<file path="src/rtl/mem_arb_pkg.sv">
// Shared types and default widths for the MIU arbiter.
// Optional feature macro used by the arbiter: MEM_ARB_TIMEOUT_EN.
package mem_arb_pkg;

  localparam int ARB_ADDR_W      = 14;
  localparam int ARB_WDATA_W     = 16;
  localparam int ARB_RDATA_W     = 8;
  localparam int ARB_TIMEOUT_CYC = 64;

  typedef enum logic [1:0] {
    IDLE = 2'd0,
    BUSY = 2'd1,
    DONE = 2'd2
  } arb_state_e;

  typedef enum logic {
    OWN_FETCH = 1'b0,
    OWN_EX    = 1'b1
  } owner_e;

  typedef enum logic {
    OP_LOAD  = 1'b0,
    OP_STORE = 1'b1
  } op_e;

endpackage

</file>
<file path="src/rtl/mem_arb_timer.sv">
// BUSY-cycle down-counter; expires after TIMEOUT_CYC enabled cycles since clear.
// Only compiled when MEM_ARB_TIMEOUT_EN is defined.
`ifdef MEM_ARB_TIMEOUT_EN
module mem_arb_timer #(
  parameter int TIMEOUT_CYC = 64
) (
  input  logic clk,
  input  logic reset,
  input  logic clr_i,
  input  logic en_i,
  output logic expire_o
);

  localparam int CNT_W = $clog2(TIMEOUT_CYC + 1);

  logic [CNT_W-1:0] cnt_q;
  logic [CNT_W-1:0] cnt_d;

  always_comb begin
    cnt_d = cnt_q;
    if (clr_i) begin
      cnt_d = CNT_W'(TIMEOUT_CYC - 1);
    end else if (en_i && (cnt_q != '0)) begin
      cnt_d = cnt_q - 1'b1;
    end
  end

  always_ff @(posedge clk or posedge reset) begin
    if (reset) begin
      cnt_q <= '0;
    end else begin
      cnt_q <= cnt_d;
    end
  end

  // Terminal count reached on the last permitted BUSY cycle.
  assign expire_o = en_i && (cnt_q == '0);

endmodule
`endif

</file>
<file path="src/rtl/mem_arbiter.sv">
// Round-robin arbiter/sequencer sharing the MIU load/store port between fetch and execute.
// Define MEM_ARB_TIMEOUT_EN to abort BUSY after TIMEOUT_CYC cycles.
//
// state | meaning
// IDLE  | no MIU command, arbitrate requests
// BUSY  | MIU command held for the current owner
// DONE  | command dropped, owner done pulse
module mem_arbiter
  import mem_arb_pkg::*;
#(
  parameter int ADDR_W      = ARB_ADDR_W,
  parameter int WDATA_W     = ARB_WDATA_W,
  parameter int RDATA_W     = ARB_RDATA_W,
  parameter int TIMEOUT_CYC = ARB_TIMEOUT_CYC
) (
  input  logic               clk,
  input  logic               reset,
  input  logic               fetch_req,
  input  logic [ADDR_W-1:0]  fetch_addr,
  output logic               fetch_done,
  output logic [RDATA_W-1:0] fetch_data,
  input  logic               ex_load,
  input  logic               ex_store,
  input  logic [ADDR_W-1:0]  ex_addr,
  input  logic [WDATA_W-1:0] ex_wdata,
  output logic               ex_done,
  output logic [RDATA_W-1:0] ex_rdata,
  output logic               miu_load,
  output logic               miu_store,
  output logic [ADDR_W-1:0]  miu_addr,
  output logic [WDATA_W-1:0] miu_result,
  input  logic               miu_done,
  input  logic [RDATA_W-1:0] miu_data,
  output logic               arb_timeout
);

  arb_state_e         state_q, state_d;
  owner_e             owner_q, owner_d;
  owner_e             last_owner_q, last_owner_d;
  op_e                op_q, op_d;
  logic               done_armed_q, done_armed_d;
  logic               miu_load_q, miu_load_d;
  logic               miu_store_q, miu_store_d;
  logic [ADDR_W-1:0]  miu_addr_q, miu_addr_d;
  logic [WDATA_W-1:0] miu_result_q, miu_result_d;
  logic               fetch_done_q, fetch_done_d;
  logic               ex_done_q, ex_done_d;
  logic [RDATA_W-1:0] fetch_data_q, fetch_data_d;
  logic [RDATA_W-1:0] ex_rdata_q, ex_rdata_d;
  logic               timeout_q, timeout_d;

  logic ex_req;
  logic grant_fetch;
  logic done_seen;
  logic timer_clr;
  logic timer_expire;

  assign ex_req    = ex_load || ex_store;
  // A stale high done level from the previous op is ignored until it is seen low.
  assign done_seen = done_armed_q && miu_done;

`ifdef MEM_ARB_TIMEOUT_EN
  mem_arb_timer #(
    .TIMEOUT_CYC(TIMEOUT_CYC)
  ) u_timer (
    .clk     (clk),
    .reset   (reset),
    .clr_i   (timer_clr),
    .en_i    (state_q == BUSY),
    .expire_o(timer_expire)
  );
`else
  logic unused_timeout_cfg;
  assign unused_timeout_cfg = (TIMEOUT_CYC == 0) ^ timer_clr;
  assign timer_expire       = 1'b0;
`endif

  always_comb begin
    state_d      = state_q;
    owner_d      = owner_q;
    last_owner_d = last_owner_q;
    op_d         = op_q;
    done_armed_d = done_armed_q;
    miu_load_d   = miu_load_q;
    miu_store_d  = miu_store_q;
    miu_addr_d   = miu_addr_q;
    miu_result_d = miu_result_q;
    fetch_data_d = fetch_data_q;
    ex_rdata_d   = ex_rdata_q;
    fetch_done_d = 1'b0;
    ex_done_d    = 1'b0;
    timeout_d    = 1'b0;
    timer_clr    = 1'b0;
    grant_fetch  = fetch_req && (!ex_req || (last_owner_q == OWN_EX));

    case (state_q)
      IDLE: begin
        if (fetch_req || ex_req) begin
          state_d      = BUSY;
          done_armed_d = 1'b0;
          timer_clr    = 1'b1;
          if (grant_fetch) begin
            owner_d      = OWN_FETCH;
            op_d         = OP_LOAD;
            miu_load_d   = 1'b1;
            miu_store_d  = 1'b0;
            miu_addr_d   = fetch_addr;
            miu_result_d = '0;
          end else begin
            // Store wins when execute raises both load and store.
            owner_d      = OWN_EX;
            op_d         = ex_store ? OP_STORE : OP_LOAD;
            miu_load_d   = !ex_store;
            miu_store_d  = ex_store;
            miu_addr_d   = ex_addr;
            miu_result_d = ex_wdata;
          end
        end
      end

      BUSY: begin
        if (!miu_done) begin
          done_armed_d = 1'b1;
        end
        if (done_seen || timer_expire) begin
          state_d      = DONE;
          miu_load_d   = 1'b0;
          miu_store_d  = 1'b0;
          fetch_done_d = (owner_q == OWN_FETCH);
          ex_done_d    = (owner_q == OWN_EX);
          if (done_seen) begin
            if (op_q == OP_LOAD) begin
              if (owner_q == OWN_FETCH) begin
                fetch_data_d = miu_data;
              end else begin
                ex_rdata_d = miu_data;
              end
            end
          end else begin
            timeout_d = 1'b1;
            if (owner_q == OWN_FETCH) begin
              fetch_data_d = '0;
            end else begin
              ex_rdata_d = '0;
            end
          end
        end
      end

      DONE: begin
        state_d      = IDLE;
        last_owner_d = owner_q;
      end

      default: begin
        state_d     = IDLE;
        miu_load_d  = 1'b0;
        miu_store_d = 1'b0;
      end
    endcase
  end

  always_ff @(posedge clk or posedge reset) begin
    if (reset) begin
      state_q      <= IDLE;
      owner_q      <= OWN_EX;
      last_owner_q <= OWN_EX;
      op_q         <= OP_LOAD;
      done_armed_q <= 1'b0;
      miu_load_q   <= 1'b0;
      miu_store_q  <= 1'b0;
      miu_addr_q   <= '0;
      miu_result_q <= '0;
      fetch_data_q <= '0;
      ex_rdata_q   <= '0;
      fetch_done_q <= 1'b0;
      ex_done_q    <= 1'b0;
      timeout_q    <= 1'b0;
    end else begin
      state_q      <= state_d;
      owner_q      <= owner_d;
      last_owner_q <= last_owner_d;
      op_q         <= op_d;
      done_armed_q <= done_armed_d;
      miu_load_q   <= miu_load_d;
      miu_store_q  <= miu_store_d;
      miu_addr_q   <= miu_addr_d;
      miu_result_q <= miu_result_d;
      fetch_data_q <= fetch_data_d;
      ex_rdata_q   <= ex_rdata_d;
      fetch_done_q <= fetch_done_d;
      ex_done_q    <= ex_done_d;
      timeout_q    <= timeout_d;
    end
  end

  assign miu_load    = miu_load_q;
  assign miu_store   = miu_store_q;
  assign miu_addr    = miu_addr_q;
  assign miu_result  = miu_result_q;
  assign fetch_done  = fetch_done_q;
  assign fetch_data  = fetch_data_q;
  assign ex_done     = ex_done_q;
  assign ex_rdata    = ex_rdata_q;
  assign arb_timeout = timeout_q;

endmodule

</file>
<file path="config.mk">
export PLATFORM = sky130hd
export DESIGN_NAME = mem_arbiter
export DESIGN_NICKNAME = d
export VERILOG_FILES = /design/src/rtl/mem_arb_pkg.sv /design/src/rtl/mem_arb_timer.sv /design/src/rtl/mem_arbiter.sv
export SDC_FILE = /design/constraint.sdc
export NUM_CORES = 1
export LEC_CHECK = 0
export ABC_AREA = 1
export CELL_PAD_IN_SITES_DETAIL_PLACEMENT = 0
export CELL_PAD_IN_SITES_GLOBAL_PLACEMENT = 1
export CORE_MARGIN = 5
export CORE_UTILIZATION = 30
export CTS_CLUSTER_SIZE = 10
export DETAILED_ROUTE_END_ITERATION = 16
export HOLD_SLACK_MARGIN = 0.08
export PLACE_DENSITY_LB_ADDON = 0.1
export SYNTH_ARGS = -nofsm -noshare
export SYNTH_HDL_FRONTEND = slang
export SYNTH_SLANG_ARGS = --single-unit
</file>
<file path="constraint.sdc">
create_clock -name clk -period 2 [get_ports clk]
set_input_delay 0.4 -clock clk [delete_from_list [all_inputs] [get_ports clk]]
set_output_delay 0.4 -clock clk [all_outputs]
set_load 0.02 [all_outputs]
</file>
==> metrics.cfg, run 1 <==
[setup_path]
worstSetupPathType=reg2out
cp_slowest_cell=clkdlybuf4s50_1
cp_data_arrival_time_ns=1.30
cp_top_family=buffers and inverters
required_ns=1.60

[die]
die_w_um=102
rows=33
num_io_pins=109
die_area_sq_um=10500

[synth]
postSynthSeqShare=0.547
common_cells=100 x nand2_1, 54 x dfrtp_1, 46 x nand3_1
ys_chip_area_sq_um=2560
top_cell_area_share=0.527
largest_area_cell=dfrtp_1
ys_types=21
fp_nets=355
synth-simple-area-share=0.271
xor_share=0
muxShareOfSynthArea=0
synthTopLogicFamily=simple AND/OR/NAND/NOR gates
synth-edff-count=0
synth_flops=56

[clocking]
cts-root-buf=clkbuf_8
holdBufCountCts=0
path_clk_slew_ns=0.10
cts_resized=0
cts_buffer_depth=2
post_cts_buffers=0
cts_buffers=5
clock_latency_ns=0.30

[grt]
gr-usage-all-layers=0.132
grt_pass1_wl_um=10900
grt_max_degree=57
antenna_found_initial=0

[detailed_routing]
drt_wl_total_um=6850
wire_per_inst_um=13.4
vias=2216
drtAntennaViolNets=0
drc=0

[final_timing]
skew_ns=0.00435
drv_slew=0
final_hold_viol_count=0
rsz0062_at_grt=false
worst_hold_slack_ns=0.467

[power_and_ir_drop]
power_frac_clock=0.117
p_switching_mw=2.30
power_mw=5.55
p_leak_nw=1.92
swShare=0.414

[place]
postPlaceCellArea_sq_um=3730
place_hpwl_um=4880
io_buffers=107
gp_congestion=0.735

[layout]
final_cell_mix=107 x clkdlybuf4s50_1, 100 x nand2_1, 54 x dfrtp_1
lay_top_count=clkdlybuf4s50_1
final_cells=510
insertedDiodeCount=0

[status]
status=finished clean

[flow_run]
cap_violations=0
warnings=26

[run 1: kinds of logic after synthesis]
group                  Yosys count
AOI/OAI and AO/OA               23
buffers and inverters           61
DFF                             56
other                            1
and+or+nand+nor                156
[run 1: registers in the layout (all words and copies together), names as in the netlist, 2 cells and up]
register	flops
ex_rdata	8
fetch_data	8
miu_addr	14
miu_result	16
state_q	2
[run 1: worst paths after layout]
path | to | slack, ns
worst max-delay path | ex_rdata[5] | 0.30
worst min-delay path | miu_addr[10]$_DFFE_PP0P_ | 0.47
worst max register to register | miu_addr[6]$_DFFE_PP0P_ | 0.70
worst min register to register | fetch_data[7]$_DFFE_PP0P_ | 0.49
max in group asynchronous | last_owner_q$_DFFE_PP1N_ | 1.23
min in group clk | fetch_data[7]$_DFFE_PP0P_ | 0.49
[run 1: power groups by stage]
stage          Combinational, mW  Clock, mW  Sequential (mW)
5_1_grt                     3.23      0.740             2.03
2_1_floorplan               1.16          0             2.51
3_5_place_dp                3.00          0             1.98
3_3_place_gp                2.97          0             1.98
4_1_cts                     3.00      0.694             1.96
6_report                    2.94      0.649             1.96
[run 1: layout make-up]
cell class | count | area (sq um) | share of cell area
Sequential cell | 56 | 1400 | 0.367
Timing Repair Buffer | 115 | 1140 | 0.299
Multi-Input combinational cell | 180 | 878 | 0.229
Inverter | 46 | 175 | 0.0458
Tap cell | 105 | 131 | 0.0343
Clock buffer | 6 | 82.6 | 0.0216
Clock inverter | 2 | 13.8 | 0.00359
[run 1: metal layers]
metal,vias up,track usage,routed length (um)
li1,1127,-,-
met1,1015,0.189,3190
met2,67,0.200,3060
met3,7,0.0321,502
met4,0,0.0373,87
met5,-,0,0
### Placement by cell class, run 1

Scale bar: 20 um. Fill, decap, tap and diode cells in gray.
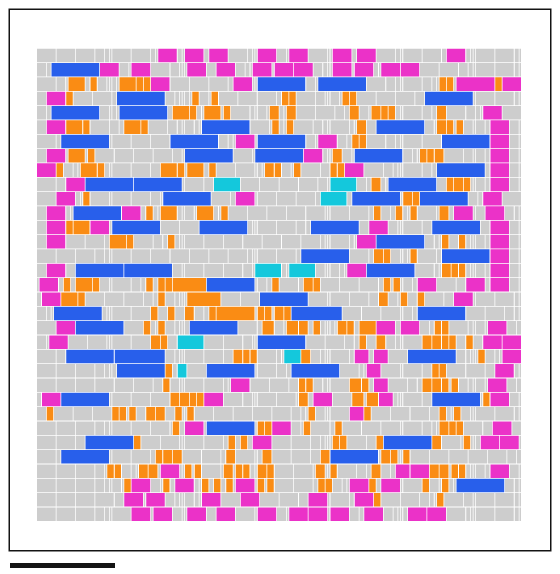
Orange marks all other logic, cells 226. Magenta marks other buffers and delay cells, cells 115. Blue marks flip-flops, cells 56. Cyan marks clock drivers and dummy loads, cells 8.
Core Area: 8260 sq um
design area: 3830 sq um
sequential share of cell area: 0.367

### Local utilization, run 1

10 x 10 tiles, from black (low) to pale yellow (high), 0 to 100% covered.
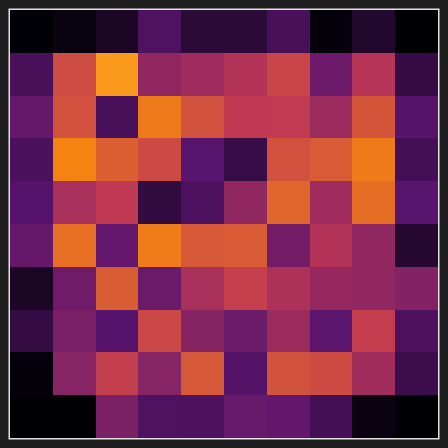
The emptiest ninth of the die: south-west. The fullest tile reaches 78%. The mean over all tiles is 35%.
Init Core Util: 0.311
fin util: 0.464

### Where the registers sit, run 1

Scale bar: 20 um. Other sequential cells in the stronger gray, the rest of the logic in the fainter gray.
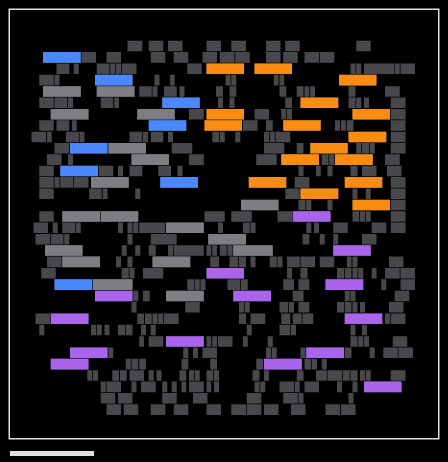
Blue marks fetch_data, flops 8. Purple marks miu_addr, flops 14. Orange marks miu_result, flops 16.
Reg area: 1400 sq um
power in sequential cells: 1.96 mW

### Routed metal, one color a layer, run 1

Scale bar: 20 um. Only two layers are drawn.
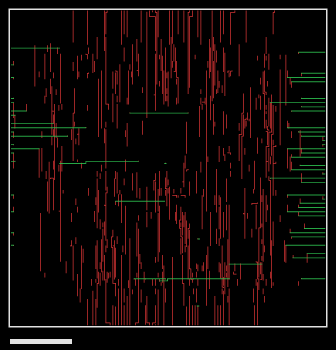

==> run 2, diff against run 1 <==
--- a/config.mk
+++ b/config.mk
@@ -9,7 +9,7 @@
 export CELL_PAD_IN_SITES_DETAIL_PLACEMENT = 0
 export CELL_PAD_IN_SITES_GLOBAL_PLACEMENT = 1
 export CORE_MARGIN = 5
-export CORE_UTILIZATION = 30
+export CORE_UTILIZATION = 27
 export CTS_CLUSTER_SIZE = 10
 export DETAILED_ROUTE_END_ITERATION = 16
 export HOLD_SLACK_MARGIN = 0.08
==> constraint.sdc (replaced) <==
create_clock -name clk -period 1.4 [get_ports clk]
set_input_delay 0.28 -clock clk [delete_from_list [all_inputs] [get_ports clk]]
set_output_delay 0.28 -clock clk [all_outputs]
set_load 0.02 [all_outputs]
### Routed metal, one color a layer, run 2

Scale bar: 20 um. Only two layers are drawn.
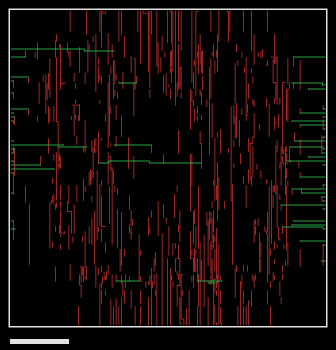
Green marks met3, wire length 384 um. Red marks met2, wire length 3300 um.
Vias: 2262
Total Routing Usage GR: 0.125

==> metrics.cfg, run 2 <==
[status]
status=finished clean

[setup_path]
worstRegToRegCells=6
cp-endpoint=miu_result[13]
critPathMaxStageDelay_ns=0.40
cp_data_arrival_time_ns=1.04  ; -0.26 ns
cp-startpoint=miu_result[13]$_DFFE_PP0P_
cp-start-kind=flip-flop
endpoint_kind=output pin
cp_top_family=flip-flops
r2r-end=miu_addr[3]$_DFFE_PP0P_
r2r_slack_ns=0.17  ; -0.53 ns
cp_slowest_cell=dfrtp_1
required_ns=1.12  ; -0.48 ns
rr_startpoint=last_owner_q$_DFFE_PP1N_
worstSetupPathType=reg2out
crit_path_max_fanout=2
path_buffers=1
cp.depth=1
crit_chain=dlygate4sd2_1

[layout]
fin_util=0.423  ; -0.0408
final_cell_mix=100 x nand2_1, 57 x clkdlybuf4s50_1, 54 x dfrtp_1
lay_top_count=nand2_1
areaGrowthSynthToFinish_pct=52.3
stdcell_area_sq_um=3910  ; +2.1%
largest_register_ffs=16  ; unchanged
insertedDiodeCount=0  ; unchanged
layout-drive-gt1-share=0.126
fin_nets=470

[clocking]
holdBufCountCts=0  ; unchanged
clock_latency_ns=0.30  ; about the same
cts_buffer_depth=2  ; unchanged
clock-sinks=56
post_cts_buffers=0  ; unchanged
cts-root-buf=clkbuf_8
cts_buffers=5  ; unchanged
path_clk_slew_ns=0.10  ; about the same
cts_tree=done
htreeDepth=2

[synth]
syn_area_sq_um=2560
yosysMostFrequentCell=nand2_1
postSynthSeqShare=0.547  ; unchanged
synth_flops=56  ; unchanged
fp_nets=355  ; unchanged
ys_types=21  ; unchanged
synth_area_per_cell_sq_um=8.64
ys.flop_type=dfrtp_1
area_leaders=dfrtp_1 53%, nand2_1 15%, nand3_1 9.0%, inv_1 6.3%, o21ai_2 5.8%
yosysCellCount=297
largest_area_cell=dfrtp_1
common_cells=100 x nand2_1, 54 x dfrtp_1, 46 x nand3_1
top_cell_area_share=0.527  ; unchanged
synth-edff-count=0  ; unchanged
ys_async_sr_fraction=1.00
ys_warn_count=0
ys_chip_area_sq_um=2560  ; unchanged
syn_inst=297

[detailed_routing]
drt_wl_total_um=7150  ; +4.5%
vias_per_cell=4.17
drtIter0Drc=54
drtPass1Iterations=4
drtAntennaViolNets=0  ; unchanged
wire_per_inst_um=13.2  ; -1.7%
drc=0  ; unchanged

[grt]
grt_pass1_vias=2323
antenna_found_initial=0  ; unchanged
grt_max_degree=23  ; -60%
grt-ovfl-total=0
grt_pass1_wl_um=11700  ; +7.0%

[final_timing]
max_freq_mhz=757
min_period_ns=1.32
fin_crit_sh=0.944
drv_slew=0  ; unchanged
worst_hold_slack_ns=0.306  ; -0.162 ns
skew_ns=0.00681  ; +0.00246 ns
rsz0062_at_grt=false
setup_violations=0
layout_setup_ws_ns=0.0785
final_hold_viol_count=0  ; unchanged
tns_ns=0

[die]
die_area_sq_um=11500  ; +10%
floorplan.core_util=0.278  ; -0.0330
core_sq_um=9240  ; +12%
die_w_um=107  ; +4.9%
rows=35  ; +6.1%
num_io_pins=109  ; unchanged
die_h_um=107

[place]
place_hpwl_um=5400  ; +11%
gp_congestion=0.694  ; -5.5%
postPlaceCellArea_sq_um=3880  ; +3.9%
io_buffers=107  ; unchanged
place_ws_ns=-0.215

[power_and_ir_drop]
p_leak_nw=2.09  ; +9.1%
power_density_nw_per_um2=1970
vdd_drop_max_v=0.000755

[flow_run]
warnings=26  ; unchanged
cap_violations=0  ; unchanged

[min_path]
min_path_type=in2async

## run 2: cell counts after synthesis
Identical to the previous run, type by type.
## run 2: power breakdown
group	switching, mW	internal (mW)	total, mW
clock network	0.516	0.404	0.920
registers	0.395	2.38	2.77
logic	2.41	1.60	4.01
## run 2: through the flow
step                      power [mW]  instances
after global routing            8.34        542
after floorplan                 5.24        297
after global placement          7.35        534
final                           7.71        542
after CTS                       7.86        542
after detailed placement        7.38        534
## run 2: final cells by class
cell class / count / area, sq um
clock inverters: 1 / 7.51
clock buffers: 7 / 86.3
multi-input cells: 180 / 878
flip-flops and latches: 56 / 1400
inverters: 46 / 179
fillers: 962 / 5330
repair buffers: 123 / 1190
well taps: 129 / 161
## run 2: worst min-delay path by stage
stage | endpoint | start
6_report | fetch_data[4]$_DFFE_PP0P_ | reset
5_1_grt | fetch_data[4]$_DFFE_PP0P_ | reset
4_1_cts | state_q[0]$_DFFE_PP0P_ | reset
3_5_place_dp | miu_addr[13]$_DFFE_PP0P_ | miu_addr[13]$_DFFE_PP0P_
3_3_place_gp | miu_result[6]$_DFFE_PP0P_ | miu_result[6]$_DFFE_PP0P_
2_1_floorplan | done_armed_q$_DFFE_PP0P_ | reset
## run 2: repair_timing
action                                  CTS  global route
resized                                  50             0
endpoints found under the setup margin   50             0
endpoints found under the hold margin     0             0
## run 2: cells by family after synthesis
| kind of cell | count (synthesis) | synth area share |
|---|---|---|
| other | 1 | 0.00146 |
| buffers and inverters | 61 | 0.110 |
| DFF | 56 | 0.547 |
| and+or+nand+nor | 156 | 0.271 |
| AOI/OAI and AO/OA | 23 | 0.0702 |
## run 2: layer usage
metal / part of all wire / track usage
met5: 0 / 0
met4: 0.0043 / 0.0216
met3: 0.054 / 0.0288
met2: 0.46 / 0.201
met1: 0.48 / 0.174
Power is estimated from default activity; no workload was simulated.
